**config.mk**
```make
export PLATFORM = sky130hd
export DESIGN_NAME = ghostbus_host_bridge
export DESIGN_NICKNAME = d
export VERILOG_FILES = /design/src/rtl/ghostbus_host_bridge.sv
export SDC_FILE = /design/constraint.sdc
export NUM_CORES = 1
export LEC_CHECK = 0
export ABC_CLOCK_PERIOD_IN_PS = 1900
export CAP_MARGIN = 30
export CELL_PAD_IN_SITES_DETAIL_PLACEMENT = 2
export CELL_PAD_IN_SITES_GLOBAL_PLACEMENT = 2
export CORE_MARGIN = 5
export CORE_UTILIZATION = 27
export CTS_CLUSTER_DIAMETER = 40
export DETAILED_ROUTE_END_ITERATION = 10
export GPL_TIMING_DRIVEN = 0
export PLACE_DENSITY = 0.85
export SETUP_SLACK_MARGIN = 0.5
export SLEW_MARGIN = 20
export SYNTH_ARGS = -nofsm -noshare
export SYNTH_HDL_FRONTEND = slang
export SYNTH_SLANG_ARGS = --single-unit
```
**constraint.sdc**
```tcl
create_clock -name gb_clk -period 1.9 [get_ports gb_clk]
set_input_delay 0.285 -clock gb_clk [delete_from_list [all_inputs] [get_ports gb_clk]]
set_output_delay 0.285 -clock gb_clk [all_outputs]
set_load 0.02 [all_outputs]
```
**src/rtl/ghostbus_host_bridge.sv**
```systemverilog
// ghostbus_host_bridge: valid/ready command stream to ghostbus master cycles.
// Supports single writes, single reads and auto-incrementing read bursts.
//
// state   | meaning
// --------+-------------------------------------------------------------
// IDLE    | cmd_ready high, waiting for a command
// WRITE   | gb_we pulse with latched address/data
// RD_WAIT | address on bus, waiting READ_DELAY edges for gb_din
// RESP    | response held on rsp_* until the consumer takes it
module ghostbus_host_bridge #(
  parameter int AW         = 12,
  parameter int DW         = 32,
  parameter int LW         = 8,
  parameter int READ_DELAY = 1
) (
  input  logic          gb_clk,
  input  logic          gb_rst_n,
  input  logic          cmd_valid,
  output logic          cmd_ready,
  input  logic          cmd_write,
  input  logic [AW-1:0] cmd_addr,
  input  logic [DW-1:0] cmd_wdata,
  input  logic [LW-1:0] cmd_len,
  output logic          rsp_valid,
  input  logic          rsp_ready,
  output logic          rsp_write,
  output logic [DW-1:0] rsp_rdata,
  output logic [AW-1:0] gb_addr,
  output logic [DW-1:0] gb_dout,
  output logic          gb_we,
  input  logic [DW-1:0] gb_din,
  output logic          busy
);

  // wait counter counts down from READ_DELAY to 0; capture happens on the 0 cycle
  localparam int WCW = (READ_DELAY < 1) ? 1 : $clog2(READ_DELAY + 1);

  typedef enum logic [1:0] {IDLE, WRITE, RD_WAIT, RESP} state_t;

  state_t           state_q, state_d;
  logic [AW-1:0]    addr_d;
  logic [DW-1:0]    dout_d;
  logic             we_d;
  logic             rsp_valid_d;
  logic             rsp_write_d;
  logic [DW-1:0]    rsp_rdata_d;
  logic             cmd_ready_d;
  logic             busy_d;
  logic             write_q, write_d;
  logic [LW-1:0]    len_q, len_d;
  logic [LW-1:0]    beat_q, beat_d;
  logic [WCW-1:0]   wait_q, wait_d;

  // Next-state and next-output computation; every output is registered below.
  always_comb begin
    state_d     = state_q;
    addr_d      = gb_addr;
    dout_d      = gb_dout;
    we_d        = 1'b0;
    rsp_valid_d = rsp_valid;
    rsp_write_d = rsp_write;
    rsp_rdata_d = rsp_rdata;
    write_d     = write_q;
    len_d       = len_q;
    beat_d      = beat_q;
    wait_d      = wait_q;
    case (state_q)
      IDLE: begin
        if (cmd_valid && cmd_ready) begin
          write_d = cmd_write;
          len_d   = cmd_len;
          beat_d  = '0;
          addr_d  = cmd_addr;
          if (cmd_write) begin
            dout_d  = cmd_wdata;
            we_d    = 1'b1;
            state_d = WRITE;
          end else begin
            wait_d  = WCW'(READ_DELAY);
            state_d = RD_WAIT;
          end
        end
      end
      WRITE: begin
        rsp_valid_d = 1'b1;
        rsp_write_d = 1'b1;
        rsp_rdata_d = '0;
        state_d     = RESP;
      end
      RD_WAIT: begin
        if (wait_q == '0) begin
          rsp_valid_d = 1'b1;
          rsp_write_d = 1'b0;
          rsp_rdata_d = gb_din;
          state_d     = RESP;
        end else begin
          wait_d = wait_q - WCW'(1);
        end
      end
      RESP: begin
        if (rsp_ready) begin
          rsp_valid_d = 1'b0;
          if (write_q || (beat_q == len_q)) begin
            state_d = IDLE;
          end else begin
            addr_d  = gb_addr + AW'(1);
            beat_d  = beat_q + LW'(1);
            wait_d  = WCW'(READ_DELAY);
            state_d = RD_WAIT;
          end
        end
      end
      default: state_d = IDLE;
    endcase
    cmd_ready_d = (state_d == IDLE);
    busy_d      = (state_d != IDLE);
  end

  // State register.
  always_ff @(posedge gb_clk or negedge gb_rst_n) begin
    if (!gb_rst_n) state_q <= IDLE;
    else           state_q <= state_d;
  end

  // Bus, response and burst-tracking registers; reset clears everything so an abort drops pending work.
  always_ff @(posedge gb_clk or negedge gb_rst_n) begin
    if (!gb_rst_n) begin
      gb_addr   <= '0;
      gb_dout   <= '0;
      gb_we     <= 1'b0;
      rsp_valid <= 1'b0;
      rsp_write <= 1'b0;
      rsp_rdata <= '0;
      cmd_ready <= 1'b0;
      busy      <= 1'b0;
      write_q   <= 1'b0;
      len_q     <= '0;
      beat_q    <= '0;
      wait_q    <= '0;
    end else begin
      gb_addr   <= addr_d;
      gb_dout   <= dout_d;
      gb_we     <= we_d;
      rsp_valid <= rsp_valid_d;
      rsp_write <= rsp_write_d;
      rsp_rdata <= rsp_rdata_d;
      cmd_ready <= cmd_ready_d;
      busy      <= busy_d;
      write_q   <= write_d;
      len_q     <= len_d;
      beat_q    <= beat_d;
      wait_q    <= wait_d;
    end
  end

endmodule

```
**Metal 1**

Supply wires on this layer in gray.
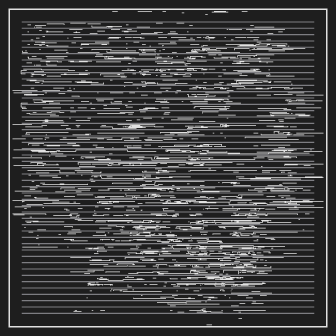
602 nets have wire on it. The layer holds 38% of the routed length. The layer carries 6210 um of wire.
vias post-DR: 3742
Detailed Route WL: 16.5 mm

**Met2 routing**

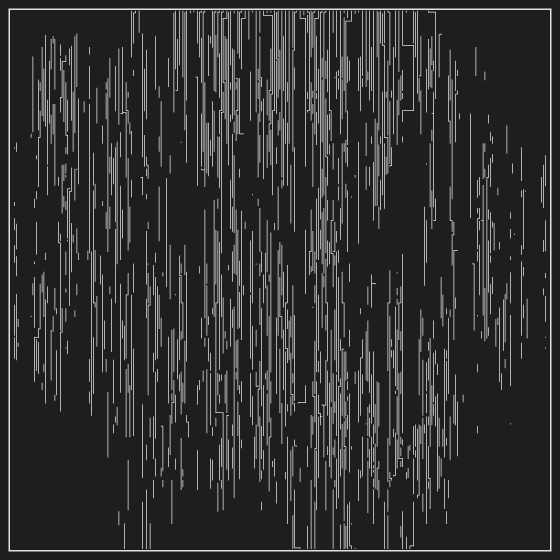
The longest straight run is 52.0 um. The wires run mostly vertical. The layer carries 8910 um of wire. 630 nets have wire on it. The layer holds 54% of the routed length.

**Signal wires on met3**

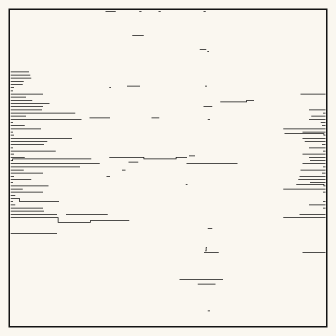
The layer holds 6.1% of the routed length. The wires run mostly horizontal. The layer carries 1010 um of wire. 96 nets have wire on it. The longest straight run is 37.9 um.
met3 Use GR: 5.31%

**Metal 4**

Bar = 50 um. Supply wires on this layer in gray. Cells faint in the background.
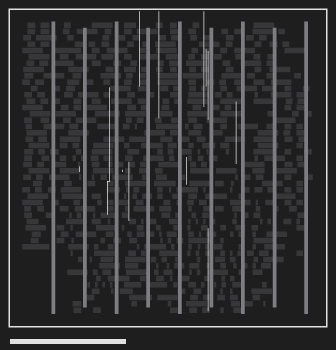
The wires run mostly vertical. The layer holds 1.9% of the routed length. 9 nets have wire on it. The layer carries 320 um of wire. The longest straight run is 45.6 um.

**The clock network**

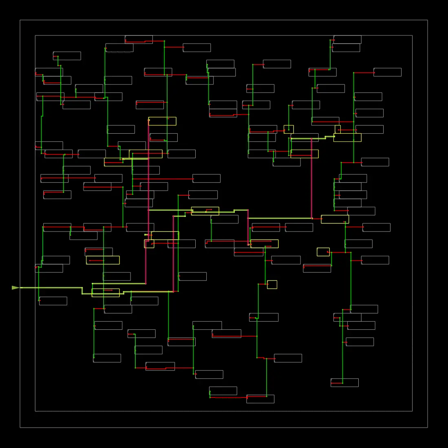
P_clk: 2.06 mW
clk sink count: 101
FF+latch count: 101

==> results_tabular.tex <==
% Implementation results table
\begin{tabular}{lr}
\hline
Metric & Value \\
\hline
\multicolumn{2}{l}{\textbf{Status}} \\
\quad Status & finished, final reports clean \\
\multicolumn{2}{l}{\textbf{Worst setup path}} \\
\quad Worst Setup EP & wait\_q \\
\quad Path type of the worst setup path & flip-flop to flip-flop \\
\quad Buffers and inverters on the worst path & 4 \\
\quad Dominant cell type by count on the critical path & buf\_4 \\
\quad Category of cells accounting for the largest share of critical-path delay & buffers and inverters \\
\quad Worst setup startpoint & beat\_q[2] \\
\quad Cell-by-cell listing of the critical path & buf\_6 > xor2\_4 > nor4\_4 > buf\_4 > buf\_4 > buf\_4 > a21oi\_2 > a211o\_1 > o211a\_1 \\
\quad Kind of end point of the critical path & flip-flop \\
\multicolumn{2}{l}{\textbf{Power}} \\
\quad Fraction of power spent switching nets & 39.7\% \\
\quad Design internal power & 7.16 mW \\
\quad Portion of total power attributed to combinational logic & 52.3\% \\
\quad Clock Power Share & 17.4\% \\
\multicolumn{2}{l}{\textbf{GRT}} \\
\quad Met1 Use GR & 20.3\% \\
\quad Via count of the first global-routing pass & 4290 \\
\quad Pin count of the biggest net entering global routing & 71 \\
\multicolumn{2}{l}{\textbf{CTS}} \\
\quad Clock transition at the register clock pins on the worst setup and hold paths after CTS & 0.08 ns \\
\quad Number of CTS-inserted buffers & 9 \\
\quad Post CTS Setup Buffer Count & 21 \\
\quad Clock tree from TritonCTS & yes \\
\multicolumn{2}{l}{\textbf{Route}} \\
\quad Number of detailed-route iterations in the first pass & 4 \\
\quad Via-to-Cell Ratio & 4.72 \\
\quad Met2 Wirelength & 8.91 mm \\
\multicolumn{2}{l}{\textbf{Logic synthesis}} \\
\quad Cell count after synthesis & 350 \\
\quad Flip-flop and latch count after synthesis & 101 \\
\quad Leading area contributor after synthesis & dfrtp\_1 \\
\quad Average size of a mapped cell & 12.2 um\^{}2 \\
\quad Sequential cell area fraction in the yosys report & 59.2\% \\
\quad Floorplan net count & 441 \\
\quad Synth unique cells & 43 \\
\multicolumn{2}{l}{\textbf{Layout}} \\
\quad Combinational gate area & 0.00184 mm\^{}2 \\
\quad Area added between synthesis and finish & 71.4\% \\
\quad Commonest cells after routing, fill and taps aside & dfrtp\_1 (93), clkdlybuf4s50\_1 (87), dlygate4sd2\_1 (59), nand2\_1 (35), a22o\_1 (33) \\
\multicolumn{2}{l}{\textbf{Worst hold path}} \\
\quad Worst hold-check path type & input port to asynchronous set/reset pin \\
\multicolumn{2}{l}{\textbf{Run}} \\
\quad Max Cap Viol & 0 \\
\quad OpenROAD warnings & 29 \\
\multicolumn{2}{l}{\textbf{Place}} \\
\quad Area post-placement & 0.00628 mm\^{}2 \\
\multicolumn{2}{l}{\textbf{Final timing}} \\
\quad Minimum period implied by the final worst setup slack & 1.87 ns \\
\quad Accumulated negative setup slack & 0 ns \\
\multicolumn{2}{l}{\textbf{Floorplanning}} \\
\quad Core Box Area & 0.0157 mm\^{}2 \\
\hline
\end{tabular}
Power is estimated from default activity; no workload was simulated.
